==> config.mk <==
export PLATFORM = sky130hd
export DESIGN_NAME = alu_result_display
export DESIGN_NICKNAME = d
export VERILOG_FILES = /design/src/rtl/alu_disp_pkg.sv /design/src/rtl/hex_to_seg7.sv /design/src/rtl/alu_result_display.sv
export SDC_FILE = /design/constraint.sdc
export NUM_CORES = 1
export LEC_CHECK = 0
export ABC_AREA = 1
export CAP_MARGIN = 20
export CORE_AREA = 2 2 66 68
export CTS_CLUSTER_SIZE = 20
export DETAILED_ROUTE_END_ITERATION = 8
export DIE_AREA = 0 0 68 70
export MAX_ROUTING_LAYER = met4
export PLACE_DENSITY = 0.74
export SLEW_MARGIN = 20
export SYNTH_ARGS = -nofsm -noshare
export SYNTH_HDL_FRONTEND = slang
export SYNTH_SLANG_ARGS = --single-unit
==> constraint.sdc <==
create_clock -name clk -period 2.2 [get_ports clk]
set_clock_uncertainty 0.05 [all_clocks]
set_input_delay 0.55 -clock clk [delete_from_list [all_inputs] [get_ports clk]]
set_output_delay 0.55 -clock clk [all_outputs]
set_load 0.05 [all_outputs]
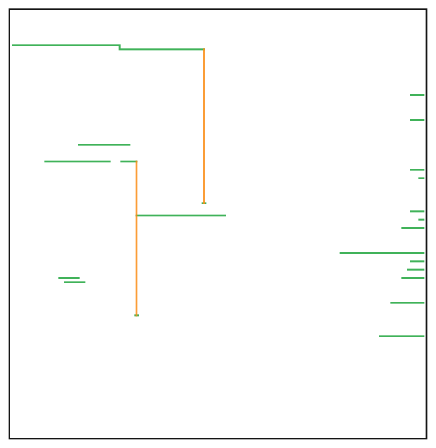
*Routed metal, one color a layer, run 1*
Two of the layers only.
layer	color	wire length
metal 4	orange	50.3 um
metal 3	green	122 um
Routed WL: 4140 um
vias post-DR: 1868
GRT Overall Usage: 20.5%
drt wl/cell: 11.1 um

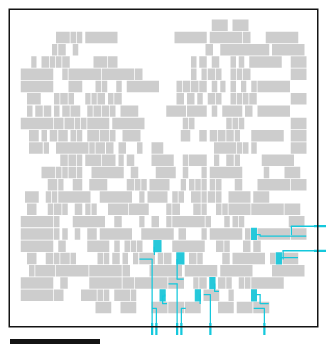
*Wires at chosen ports, followed through buffers, run 1*
Bar = 20 um.
port	color	bits	direction	edge	end cells	wire
`alu_out`	cyan	8	input	6 south, 2 east	8	103 um
Ports: 29
IO buf count: 28

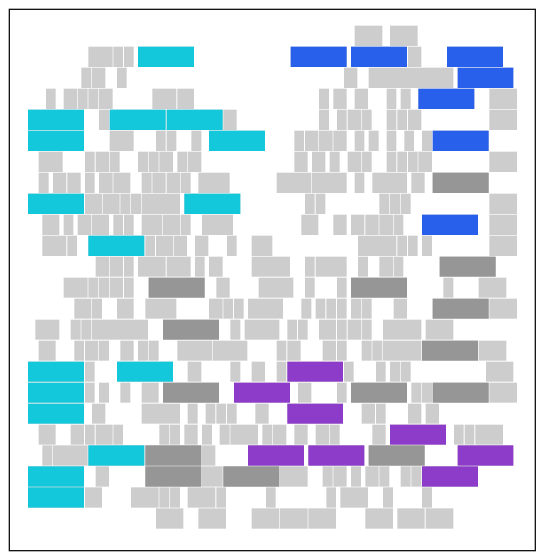
*Where the registers sit, run 1*
name in the netlist	color	placed flops
`result_q`	purple	8
`seg`	blue	7
`pre_q`	cyan	16
Reg area: 901 um2
final core occ: 62.0%
P_seq: 861 uW
flop share of the area: 35.1%

==> results.tsv, run 1 <==
metric	value	unit
vias in the first global route	1856	
final setup violation count	0	
layout cells sized above 1	10.3	%
fin cells	373	
CTS Buf Count	5	
Critical Path Source Type	flip-flop	
post-synth top area share	42.4	%
TritonCTS clock tree	built	
clk buf depth	2	
Cell Type Count	25	
Internal	1290	uW
CP top delay family	adder cells	
number of antenna diodes	0	
Worst EP arrival	2170	ps
PwrDens	659	mW/mm2
CP Cell Sequence	inv_1 > ha_1 > inv_2 > nand2_1 > o21bai_2 > ha_1 > inv_1 > nand3_1 > nand2_1 > inv_1 > nand2_1 > nand3_1	
Registers, synthesis	45	
most numerous logic cells after layout	nand2_1 (62), dfxtp_1 (45), nor2_1 (41), nand3_1 (31), inv_1 (29)	
Flops	45	
Chip Height	70	um
Tcrit/Tclk final	92.7	%
syn_nets	313	
Worst Path Required	2330	ps
Well Taps	52	
setup repair bufs after CTS	0	
Final Power	1690	uW
Placed Area	0.00245	mm2
status	completed	
top cells by count	nand2_1 (62), dfxtp_1 (45), nor2_1 (41)	
Gate Count Post-Synth	288	
top_reg_cell synth	dfxtp_1	
die width	68	um
Via density	5.01	
clock root buffer	clkbuf_8	
RSZ-0062 raised after global routing	no	
number of logic gates	206	
CP Max Fanout	7	
chip area	0.00476	mm2
Plain + repair buffers	30	
cell area after layout	0.00257	mm2
Power Clock	635	uW
Worst-Skew Late Latency	290	ps
Clock buf/inv share	4.68	%
Clock Power Share	37.5	%
H-Tree Depth	2	
switching share of power	23.6	%
Comb area	0.00106	mm2
Layout Nets	345	
Max stage delay on crit path	380	ps
Period minus WS final	2040	ps
# Cells Yosys	288	
Commonest Layout Cell	nand2_1	
synth top area cells	dfxtp_1 (42%), nand2_1 (11%), nand3_1 (7.3%), nor2_1 (7.2%), ha_1 (5.3%)	
Final Max Tran Viols	0	
slew of the pin with the lowest slew margin	490	ps
combinational share of cell area	41.5	%
Residual DRC	0	
# placed instances	365	
Max-cap violations	0	
largest area contributor in the netlist	dfxtp_1	
count leader, synth	nand2_1	
Ys Warns	0	
run 1: through the flow:
stage                     setup slack, ps  hold slack (ps)
final                                 161              380
after global routing                 9.56              398
after CTS                             170              384
after detailed placement              182              363
after global placement                252              360
after floorplan                       366              344
run 1: logic make-up after synthesis:
group                    share of synthesized area, %
AND-OR/OR-AND                                    9.42
XOR/XNOR                                         1.24
adder cells (fa/ha/maj)                          5.30
buffers and inverters                            7.53
flip-flops                                       42.4
AND/OR/NAND/NOR                                  34.1
run 1: routing by layer:
layer	share of wire, %	vias to the layer above	global-route usage (%)
li1	-	984	-
met1	45	853	22.7
met2	51	26	35.4
met3	2.9	5	4.51
met4	1.2	0	6.89
met5	0	-	-
==> run 2, diff against run 1 <==
--- a/config.mk
+++ b/config.mk
@@ -11,6 +11,8 @@
 export CTS_CLUSTER_SIZE = 20
 export DETAILED_ROUTE_END_ITERATION = 8
 export DIE_AREA = 0 0 68 70
+export GPL_ROUTABILITY_DRIVEN = 1
+export GPL_TIMING_DRIVEN = 0
 export MAX_ROUTING_LAYER = met4
 export PLACE_DENSITY = 0.74
 export SLEW_MARGIN = 20
==> constraint.sdc (replaced) <==
create_clock -name clk -period 2.2 [get_ports clk]
set_clock_uncertainty 0.05 [all_clocks]
set_input_delay 0.55 -clock clk [delete_from_list [all_inputs] [get_ports clk]]
set_output_delay 0.55 -clock clk [all_outputs]
set_load 0.01 [all_outputs]
==> run 2 against run 1 <==
Effect of this change: hold slack better by 3.4 ps; die size stayed put; fmax up 2.9%; area after synthesis unchanged; largest cell class unchanged.
==> results.tsv, run 2 <==
metric	value	unit
chip area in the Yosys report	0.00213	mm2
Internal	1150	uW
slew of the pin with the lowest slew margin	453	ps
Final ANT Viol Nets	0	
Worst EP arrival	2120	ps
status	completed	
Max stage delay on crit path	370	ps
Period minus WS final	1980	ps
area fraction in mux cells	0	%
most numerous logic cells after layout	nand2_1 (62), dfxtp_1 (43), nor2_1 (41), nand3_1 (31), inv_1 (29)	
aoi share	9.42	%
H-Tree Depth	2	
Worst Hold Class	reg2reg	
IO buf count	28	
Worst Path Required	2340	ps
Power Clock	509	uW
Synth-to-Final Area Change	20.9	%
worst-path cell with the longest stage delay	dfxtp_2	
Syn Area/Cell	7.38	um2
TritonCTS clock tree	built	
Gate Count Post-Synth	288	
largest net degree at the start of global routing	15	
Via density	5.05	
Commonest Layout Cell	nand2_1	
Synth logic family	simple AND/OR/NAND/NOR gates	
Chip Height	70	um
Final Max Tran Viols	0	
Registers, synthesis	45	
Post-Synth XOR/XNOR Area	1.24	%
clock root buffer	clkbuf_8	
top cells by count	nand2_1 (62), dfxtp_1 (45), nor2_1 (41)	
vias in the first global route	1739	
CTS Buf Count	5	
number of antenna diodes	0	
Layout Nets	348	
crit path capture type	flip-flop	
Ys Warns	0	
Setup WS post-layout	218	ps
DRT met1 WL	1880	um
count leader, synth	nand2_1	
Synth Cell Area	0.00213	mm2
Reg power frac	55.8	%
Worst-Skew Late Latency	300	ps
switching share of power	25.7	%
Tcrit/Tclk final	90.1	%
final setup violation count	0	
adder share	5.30	%
RSZ-0062 raised after global routing	no	
CP Cell Sequence	inv_1 > ha_2 > inv_2 > nand2_1 > o21bai_4 > ha_1 > inv_1 > nand3_1 > nand2_1 > inv_1 > nand2_1 > nand3_1	
chip area	0.00476	mm2
top_reg_cell synth	dfxtp_1	
Slew Limit Headroom	69.8	%
layout cells sized above 1	11.4	%
Routed met2 length	2300	um
Residual DRC	0	
largest area contributor in the netlist	dfxtp_1	
CP top delay family	adder cells	
setup repair bufs after CTS	0	
# Cells Yosys	288	
initial antenna violation count	0	
FP Rows	24	
PwrDens	601	mW/mm2
Critical Path Source Type	flip-flop	
dpl ws	78.1	ps
met3 WL	152	um
clk buf depth	2	
die width	68	um
synth top area cells	dfxtp_1 (42%), nand2_1 (11%), nand3_1 (7.3%), nor2_1 (7.2%), ha_1 (5.3%)	
Simple-Gate Area Share	34.1	%
Clock Power Share	32.9	%
Max-cap violations	0	
Top Metal Used	met4	
fin cells	376	
clk sinks	45	
Ports	29	
CP Max Fanout	7	
Final Power	1540	uW
syn_nets	313	
Cell Type Count	25	
P_seq	861	uW
# placed instances	368	
Pleak	0.00103	uW
gpl congestion	0.878	
post-synth top area share	42.4	%
-- run 2: area by class of cell --
| cell class | instances | area [um2] |
|---|---|---|
| buffer | 5 | 37.5 |
| multi-input combinational | 206 | 1070 |
| sequential | 45 | 903 |
| fill | 391 | 1570 |
| clock buffer | 5 | 68.8 |
| clock inverter | 3 | 17.5 |
| tap | 52 | 65.1 |
| timing repair buffer | 28 | 280 |
| inverter | 32 | 123 |
-- run 2: metrics by stage --
stage	hold slack, ps	cell area [um2]	utilization, %
CTS	380	2560	61.7
global route	403	2570	62.0
finish	384	2570	62.0
floorplan	344	2130	-
detailed placement	360	2470	59.6
global placement	356	2470	59.6
-- run 2: per-layer routing --
metal,up-vias,GRT usage [%]
met4,0,6.67
li1,993,-
met1,870,23.1
met3,8,4.03
met2,28,34.6
met5,-,-
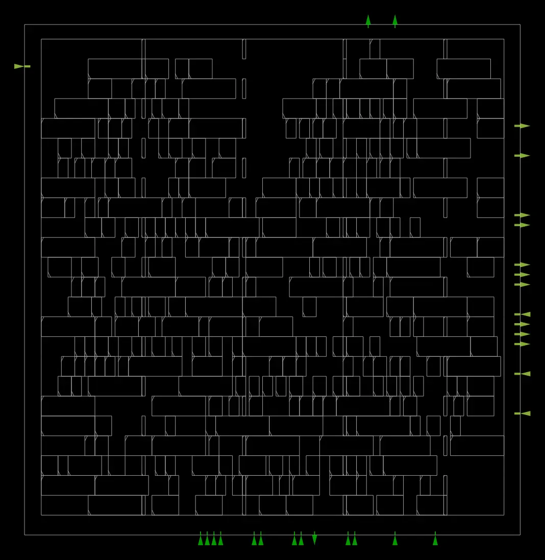
*Cell outlines without signal wires, run 2*
final core occ: 62.0%
flop share of the area: 35.2%
Flops: 45
core area: 0.00414 mm2
Well Taps: 52

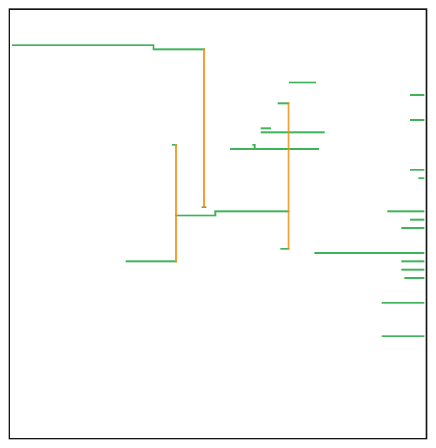
*Routed metal, one color a layer, run 2*
Two of the layers only.
drt wl/cell: 11.7 um
GRT Overall Usage: 20.2%

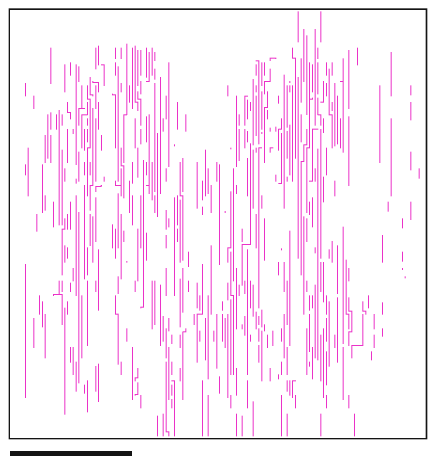
*The metal 2 layer, run 2*
Bar = 20 um.
wire length on this layer	2300 um
main direction	vertical
grt met2 use: 34.6%
vias post-DR: 1899
Routed WL: 4400 um

No activity file was given, so power comes from the tool's default toggle rates.
